==> config.mk <==
export PLATFORM = sky130hd
export DESIGN_NAME = stack_arbiter
export DESIGN_NICKNAME = d
export VERILOG_FILES = /design/src/rtl/stack_arb_pkg.sv /design/src/rtl/rr_pick.sv /design/src/rtl/stack_arbiter.sv
export SDC_FILE = /design/constraint.sdc
export NUM_CORES = 1
export LEC_CHECK = 0
export ABC_AREA = 1
export CORE_AREA = 2 2 55 57
export CTS_BUF_LIST = sky130_fd_sc_hd__clkbuf_8
export CTS_CLUSTER_DIAMETER = 80
export DETAILED_ROUTE_END_ITERATION = 8
export DIE_AREA = 0 0 57 59
export DONT_BUFFER_PORTS = 1
export PLACE_DENSITY_LB_ADDON = 0.25
export REMOVE_ABC_BUFFERS = 1
export SLEW_MARGIN = 40
export SYNTH_ARGS = -nofsm -noshare
export SYNTH_HDL_FRONTEND = slang
export SYNTH_SLANG_ARGS = --single-unit
==> constraint.sdc <==
create_clock -name clk -period 2.7 [get_ports clk]
set_input_delay 0.54 -clock clk [delete_from_list [all_inputs] [get_ports clk]]
set_output_delay 0.54 -clock clk [all_outputs]
set_load 0.02 [all_outputs]
==> src/rtl/stack_arb_pkg.sv <==
// Shared types and defaults for the stack arbiter: FSM state enum, default
// requester count and data width, and the winner-index width helper.
package stack_arb_pkg;

    typedef enum logic [1:0] {
        StIdle,
        StIssue,
        StCapture
    } state_e;

    localparam int unsigned NREQ_DEFAULT  = 2;
    localparam int unsigned WIDTH_DEFAULT = 16;

    function automatic int unsigned idx_width(input int unsigned n);
        return (n > 1) ? $clog2(n) : 1;
    endfunction

endpackage

==> src/rtl/rr_pick.sv <==
// Combinational round-robin picker: the first eligible requester after
// last_winner (wrapping) wins; any_valid flags that some requester is eligible.
module rr_pick #(
    parameter int unsigned NREQ  = 2,
    parameter int unsigned IDX_W = 1
) (
    input  logic [NREQ-1:0]  eligible,
    input  logic [IDX_W-1:0] last_winner,
    output logic [IDX_W-1:0] winner,
    output logic             any_valid
);

    logic             hi_any, lo_any;
    logic [IDX_W-1:0] hi_idx, lo_idx;

    // Two passes folded into one descending loop: the lowest index above
    // last_winner has priority, otherwise the lowest index at or below it.
    always_comb begin
        hi_any = 1'b0;
        lo_any = 1'b0;
        hi_idx = '0;
        lo_idx = '0;
        for (int j = NREQ - 1; j >= 0; j--) begin
            if (eligible[j]) begin
                if (j > int'(last_winner)) begin
                    hi_any = 1'b1;
                    hi_idx = IDX_W'(j);
                end else begin
                    lo_any = 1'b1;
                    lo_idx = IDX_W'(j);
                end
            end
        end
        winner    = hi_any ? hi_idx : lo_idx;
        any_valid = hi_any | lo_any;
    end

endmodule

==> src/rtl/stack_arbiter.sv <==
// Round-robin arbiter sharing one stack between NREQ push/pop requesters.
// Optional sticky protocol-error output enabled by defining STACK_ARB_ERR_EN.
module stack_arbiter
    import stack_arb_pkg::*;
#(
    parameter int unsigned NREQ  = NREQ_DEFAULT,
    parameter int unsigned WIDTH = WIDTH_DEFAULT
) (
    input  logic                  clk,
    input  logic                  reset,
    input  logic [NREQ-1:0]       req_push,
    input  logic [NREQ-1:0]       req_pop,
    input  logic [NREQ*WIDTH-1:0] req_data,
    output logic [NREQ-1:0]       gnt,
    output logic [NREQ-1:0]       rsp_valid,
    output logic [WIDTH-1:0]      rsp_data,
    output logic                  stk_push,
    output logic                  stk_pop,
    output logic [WIDTH-1:0]      stk_value_in,
    input  logic [WIDTH-1:0]      stk_value_out,
    input  logic                  stk_full,
    input  logic                  stk_empty
`ifdef STACK_ARB_ERR_EN
    ,
    output logic                  err
`endif
);

    localparam int unsigned IDX_W = idx_width(NREQ);

    state_e           state_q, state_d;
    logic [IDX_W-1:0] last_q, last_d;
    logic [IDX_W-1:0] win_q, win_d;
    logic             is_pop_q, is_pop_d;
    logic [NREQ-1:0]  gnt_q, gnt_d;
    logic [NREQ-1:0]  rsp_valid_q, rsp_valid_d;
    logic [WIDTH-1:0] rsp_data_q, rsp_data_d;
    logic             stk_push_q, stk_push_d;
    logic             stk_pop_q, stk_pop_d;
    logic [WIDTH-1:0] value_in_q, value_in_d;

    logic [WIDTH-1:0] req_word [NREQ];
    logic [NREQ-1:0]  eligible;
    logic [IDX_W-1:0] pick;
    logic             pick_any;

    // Requests with both push and pop set are never eligible.
    always_comb begin
        for (int i = 0; i < NREQ; i++) begin
            req_word[i] = req_data[i*WIDTH +: WIDTH];
            eligible[i] = (req_push[i] && !req_pop[i] && !stk_full) ||
                          (req_pop[i] && !req_push[i] && !stk_empty);
        end
    end

    rr_pick #(
        .NREQ  (NREQ),
        .IDX_W (IDX_W)
    ) u_rr_pick (
        .eligible    (eligible),
        .last_winner (last_q),
        .winner      (pick),
        .any_valid   (pick_any)
    );

    always_comb begin
        state_d     = state_q;
        last_d      = last_q;
        win_d       = win_q;
        is_pop_d    = is_pop_q;
        gnt_d       = '0;
        rsp_valid_d = '0;
        rsp_data_d  = rsp_data_q;
        stk_push_d  = 1'b0;
        stk_pop_d   = 1'b0;
        value_in_d  = value_in_q;
        case (state_q)
            StIdle: begin
                if (pick_any) begin
                    state_d     = StIssue;
                    last_d      = pick;
                    win_d       = pick;
                    is_pop_d    = req_pop[pick];
                    gnt_d[pick] = 1'b1;
                    if (req_pop[pick]) begin
                        stk_pop_d = 1'b1;
                    end else begin
                        stk_push_d = 1'b1;
                        value_in_d = req_word[pick];
                    end
                end
            end
            StIssue: begin
                state_d = is_pop_q ? StCapture : StIdle;
            end
            StCapture: begin
                state_d            = StIdle;
                rsp_valid_d[win_q] = 1'b1;
                rsp_data_d         = stk_value_out;
            end
            default: begin
                state_d = StIdle;
            end
        endcase
    end

    always_ff @(posedge clk) begin
        if (!reset) begin
            state_q     <= StIdle;
            last_q      <= IDX_W'(NREQ - 1);
            win_q       <= '0;
            is_pop_q    <= 1'b0;
            gnt_q       <= '0;
            rsp_valid_q <= '0;
            rsp_data_q  <= '0;
            stk_push_q  <= 1'b0;
            stk_pop_q   <= 1'b0;
            value_in_q  <= '0;
        end else begin
            state_q     <= state_d;
            last_q      <= last_d;
            win_q       <= win_d;
            is_pop_q    <= is_pop_d;
            gnt_q       <= gnt_d;
            rsp_valid_q <= rsp_valid_d;
            rsp_data_q  <= rsp_data_d;
            stk_push_q  <= stk_push_d;
            stk_pop_q   <= stk_pop_d;
            value_in_q  <= value_in_d;
        end
    end

    assign gnt          = gnt_q;
    assign rsp_valid    = rsp_valid_q;
    assign rsp_data     = rsp_data_q;
    assign stk_push     = stk_push_q;
    assign stk_pop      = stk_pop_q;
    assign stk_value_in = value_in_q;

`ifdef STACK_ARB_ERR_EN
    logic [NREQ-1:0] illegal;
    logic            err_q, err_d;

    always_comb begin
        for (int i = 0; i < NREQ; i++) begin
            illegal[i] = (req_push[i] && req_pop[i]) ||
                         (req_push[i] && stk_full) ||
                         (req_pop[i] && stk_empty);
        end
        err_d = err_q | ((state_q == StIdle) && (|illegal));
    end

    always_ff @(posedge clk) begin
        if (!reset) begin
            err_q <= 1'b0;
        end else begin
            err_q <= err_d;
        end
    end

    assign err = err_q;
`endif

endmodule

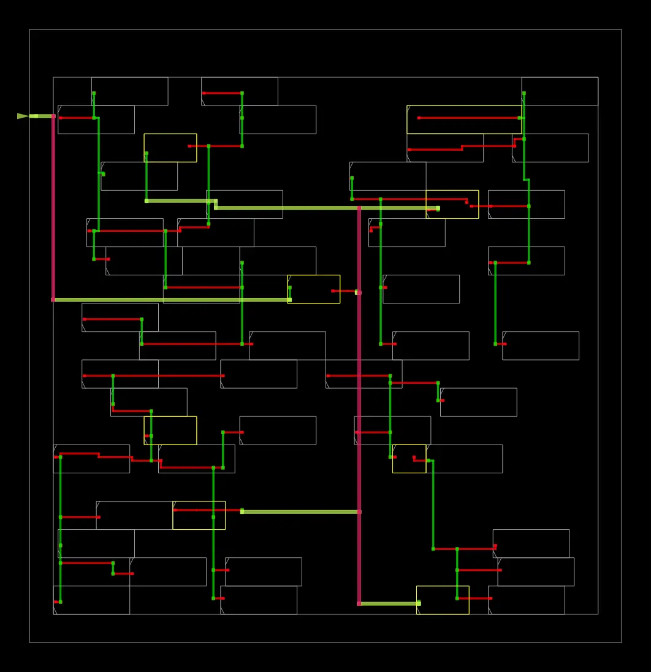
*The clock network, run 1*
FFs & Latches: 43
Clock Power: 0.525 mW
clock buffer count in the final layout: 6

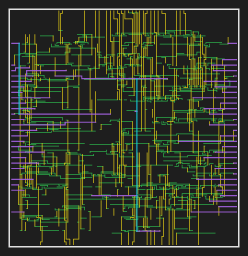
*Signal wires by layer, run 1*
(4 px per um)
color	layer	wire length
cyan	met4	55.8 um
purple	met3	359 um
green	met1	1490 um
yellow	met2	1590 um

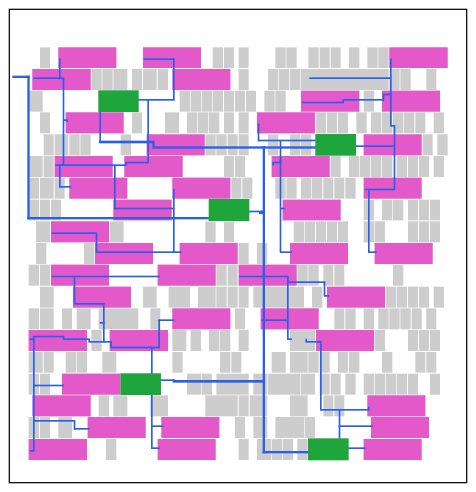
*Clock network drawn from the DEF, run 1*
(8 px per um)
[magenta] flip-flops | count: 43
[green] cells driving clock nets | count: 5
[blue] clock wires | length: 468 um
routed clock nets	6
clk ins delay skew pair: 0.30 ns
part of the power in the clock network: 37.4%
worst clock skew on the final layout: 0.00797 ns

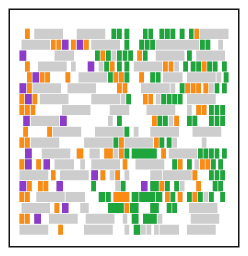
*Gate families picked out, run 1*
(4 px per um)
color	family	cells	most used
purple	inverting AOI/OAI gates	18	o21ai_0
orange	NOR gates	74	nor2_1
green	NAND gates	99	nand2_1

==> commit_impl_results.txt, run 1 <==
Add synthesis and place-and-route results

* Top cells by count, synth: nand2_1, nor2_1, dfxtp_1
* Footprint of the flip-flops and latches: 861 um2
- The finished design was reported to have a net count of about 330.
* Area of the mapped netlist: roughly 1900 um2
- Main logic family after synthesis: simple AND/OR/NAND/NOR gates
- The number of antenna diodes in the final layout is 0.
- Pin count of the biggest net entering global routing: 37
- Slowest library cell on the worst path: clkinv_1
* Yosys xor share: 0%
* Worst Setup Slack, final: 1.26 ns
- The setup check on the worst reg-to-reg path leaves a slack of 1.26 ns.
- Of the total standard cell area in the layout, the sequential portion is between 40% and 50%.
- Clock tree buffer depth: 2
* Hold path depth: 1
* Post-CTS Setup Bufs: 0
- STA classifies the critical path endpoint as a register.
* Portion of netlist area occupied by mux cells: 0%
* Post-synthesis simple-gate area fraction: between 30% and 40%
- Status: complete, no violations
* Final-layout setup total negative slack: 0 ns
- The number of buffers and inverters on the critical path is 3.
- The detailed placer reported the number of placed instances as around 300.
- Fp util: between 60% and 70%
- Total CTS buffers: 5
* Final period utilization: between 50 and 60%
- Number of failing setup endpoints in the final timing report: 0
- R2r worst-path depth: 6
- Post_cts resized: 0
* Fin area: 1950 um2
* Adder and majority cell fraction of the synthesized area: 0%
- The number of antenna violations at the first check in global routing was 0.
- Cells traversed along the worst timing path: inv_1 > nor2_2 > buf_4 > clkinv_1 > nor2_1 > nor2_1
* Filler cell count in the final layout: about 230
- Count of unique library cells instantiated by Yosys: 21
* # Max-Cap Violations: 0
- Critical Path AT: between 1.5 and 2 ns
* Met3 usage in global routing: under 10%
* M2 GR Usage: about a third
* Most common reg cell: dfxtp_1
- In this run the static leakage power is 1.04 nW.
* Power per standard cell area: roughly 720 nW/um2
- Setup repair after global routing left no endpoint under its margin.
* Fraction of registers with async set or reset after synthesis: 0%
- STA shows the worst min-delay path finishing at last_q.
- Ranked by total cell area, the synthesized netlist is headed by dfxtp_1, nand2_1, nor2_1, inv_1, o21ai_0.
* # Taps: 31
==> inputs of run 2 (changes only) <==
--- a/config.mk
+++ b/config.mk
@@ -6,11 +6,11 @@
 export NUM_CORES = 1
 export LEC_CHECK = 0
 export ABC_AREA = 1
-export CORE_AREA = 2 2 55 57
+export CORE_AREA = 2 2 57 59
 export CTS_BUF_LIST = sky130_fd_sc_hd__clkbuf_8
 export CTS_CLUSTER_DIAMETER = 80
 export DETAILED_ROUTE_END_ITERATION = 8
-export DIE_AREA = 0 0 57 59
+export DIE_AREA = 0 0 59 61
 export DONT_BUFFER_PORTS = 1
 export PLACE_DENSITY_LB_ADDON = 0.25
 export REMOVE_ABC_BUFFERS = 1
==> constraint.sdc (replaced) <==
create_clock -name clk -period 1.45 [get_ports clk]
set_input_delay 0.29 -clock clk [delete_from_list [all_inputs] [get_ports clk]]
set_output_delay 0.29 -clock clk [all_outputs]
set_load 0.02 [all_outputs]
==> run 2 against run 1 <==
Non-clock buffer count is 2 higher. Global-route usage is 0.66 points lower. Clock-buffer cell count stayed put. Core utilization is 5.1 points lower. Setup slack worse by 1.2 ns. Sequential cell count stayed put. Cell area is 1.2% higher. Clock skew is 0.0011 ns lower. Fmax is 7.3% higher. Clock power is about 80% higher. Synthesized cell count stayed put. Critical endpoint is now stk_value_in[7]. Largest power group unchanged.
==> commit_impl_results.txt, run 2 <==
Add synthesis and place-and-route results

- The routed length on met3 was 446 um (was 359 um).
- Main logic family after synthesis: simple AND/OR/NAND/NOR gates (unchanged)
* Reg2Reg Capture Point: stk_value_in[7] (was rsp_data[12])
* R2r worst-path depth: 6 (unchanged)
- The fraction of synthesis flops using an asynchronous set or reset pin came to 0% (unchanged).
* Area of the mapped netlist: 1850 um2 (unchanged)
* Fp util: 62.7% (was 68.3%)
* Final period utilization: 92.6% (was 53.4%)
* Pleak: 1.05 nW (was 1.04 nW)
* Register-to-Register Setup Slack: 0.11 ns (was 1.26 ns)
- The data arrival time at the worst-slack endpoint came to 1.53 ns (was 1.64 ns).
* Clk ins delay skew pair: 0.30 ns (about the same)
- CP Capture Type: register (unchanged)
- Top area cell types: dfxtp_1, nand2_1, nor2_1, inv_1, o21ai_0 (unchanged).
- Yosys xor share: 0% (unchanged)
- WS Path Type: register to register (unchanged)
- The final antenna diode count is 0 (unchanged).
- M2 GR Usage: 34.6% (was 35.3%)
- The total of flip-flops plus latches after synthesis is 43 (unchanged).
- Status: complete, no violations (unchanged)
- Hold Path End: last_q (unchanged)
- The number of distinct library cells after synthesis is 21 (unchanged).
- Routability congestion estimate from global placement: 0.739 (was 0.752)
* Number of antenna violations at the first check in global routing: 0 (unchanged)
* Part of the power in the clock network: 36.4% (was 37.4%)
- Share of cell area taken by multi-input logic gates: 41.4% (about the same)
- The share of cell area taken by muxes after synthesis was 0% (unchanged).
- Comb power: 0.278 mW (was 0.142 mW)
* Clock tree buffer depth: 2 (unchanged)
- Top cells by count, synth: nand2_1, nor2_1, dfxtp_1 (unchanged)
* Post_cts resized: 0 (unchanged)
* Warnings from Yosys: 0 (unchanged)
* FFs & Latches: 43 (unchanged)
- The mean routed wirelength per cell was 12.1 um (was 11.5 um).
- Worst clock skew on the final layout: 0.00689 ns (was 0.00797 ns)
- The non-clock buffer total of the final layout was 3 (was 1).
- Unrepaired setup endpoints after global routing: false (unchanged).
* Placed Cells: 301 (was 297)
* Final net count: 332 (was 329)
* Slowest library cell on the worst path: dfxtp_1 (was clkinv_1)
- Sequential share of cell area: 43.7% (was 44.2%)
- The net load switching power is 0.694 mW (was 0.379 mW).
- Most common reg cell: dfxtp_1 (unchanged)
- The critical path buffer and inverter count was 1 (was 3).
- Cells traversed along the worst timing path: nor2_1 > inv_1 > nor2_4 > nand3_2 > nor2_1 > nor2_1 (was inv_1 > nor2_2 > buf_4 > clkinv_1 > nor2_1 > nor2_1)
- The largest delay contributor family on the critical path is simple AND/OR/NAND/NOR gates (was buffers and inverters).
- # Max-Cap Violations: 0 (unchanged)
- The post-CTS setup repair buffer count is 0 (unchanged).
* Worst Setup Slack, final: 0.107 ns (was 1.26 ns)
- The area share of fa/ha/maj cells after synthesis is 0% (unchanged).
- Filler cell count in the final layout: 256 (was 232)
- Residual DRC count: 0 (unchanged)
- Most used cell along the critical path: nor2_1 (unchanged)
* # Taps: 33 (was 31)
- Post-synthesis simple-gate area fraction: 38.6% (unchanged)
- The met1 track demand over resource was 22.2% (was 23.2%).
- Fraction of power spent switching nets: 26.7% (was 27.0%)
- Met3 usage in global routing: 10.0% (was 9.61%)
- The power density over cell area was 1320 nW/um2 (was 722 nW/um2).
- Area share of the largest cell type after synthesis: 46.5% (unchanged)
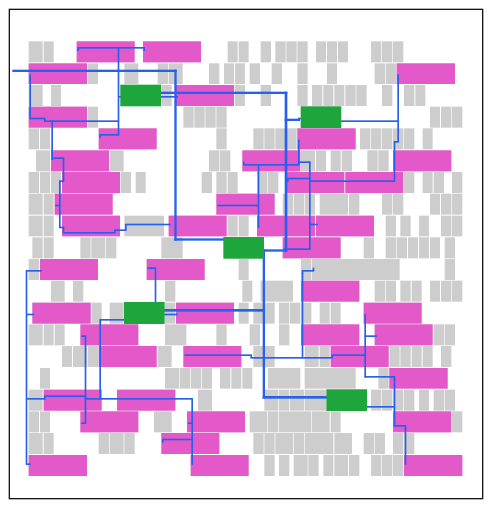
*Clock network drawn from the DEF, run 2*
(8 px per um)
[blue] clock wires | length: 458 um
[magenta] flip-flops | count: 43
[green] cells driving clock nets | count: 5
routed clock nets	6
flops lie	all over the die

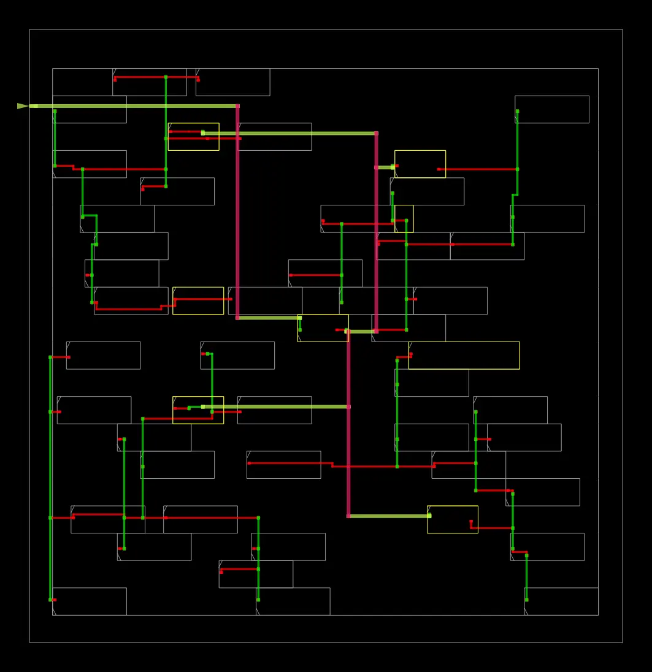
*The clock network, run 2*
total CTS buffers: 5
number of sinks driven by the clock tree: 43

Power and IR drop assume default switching activity.
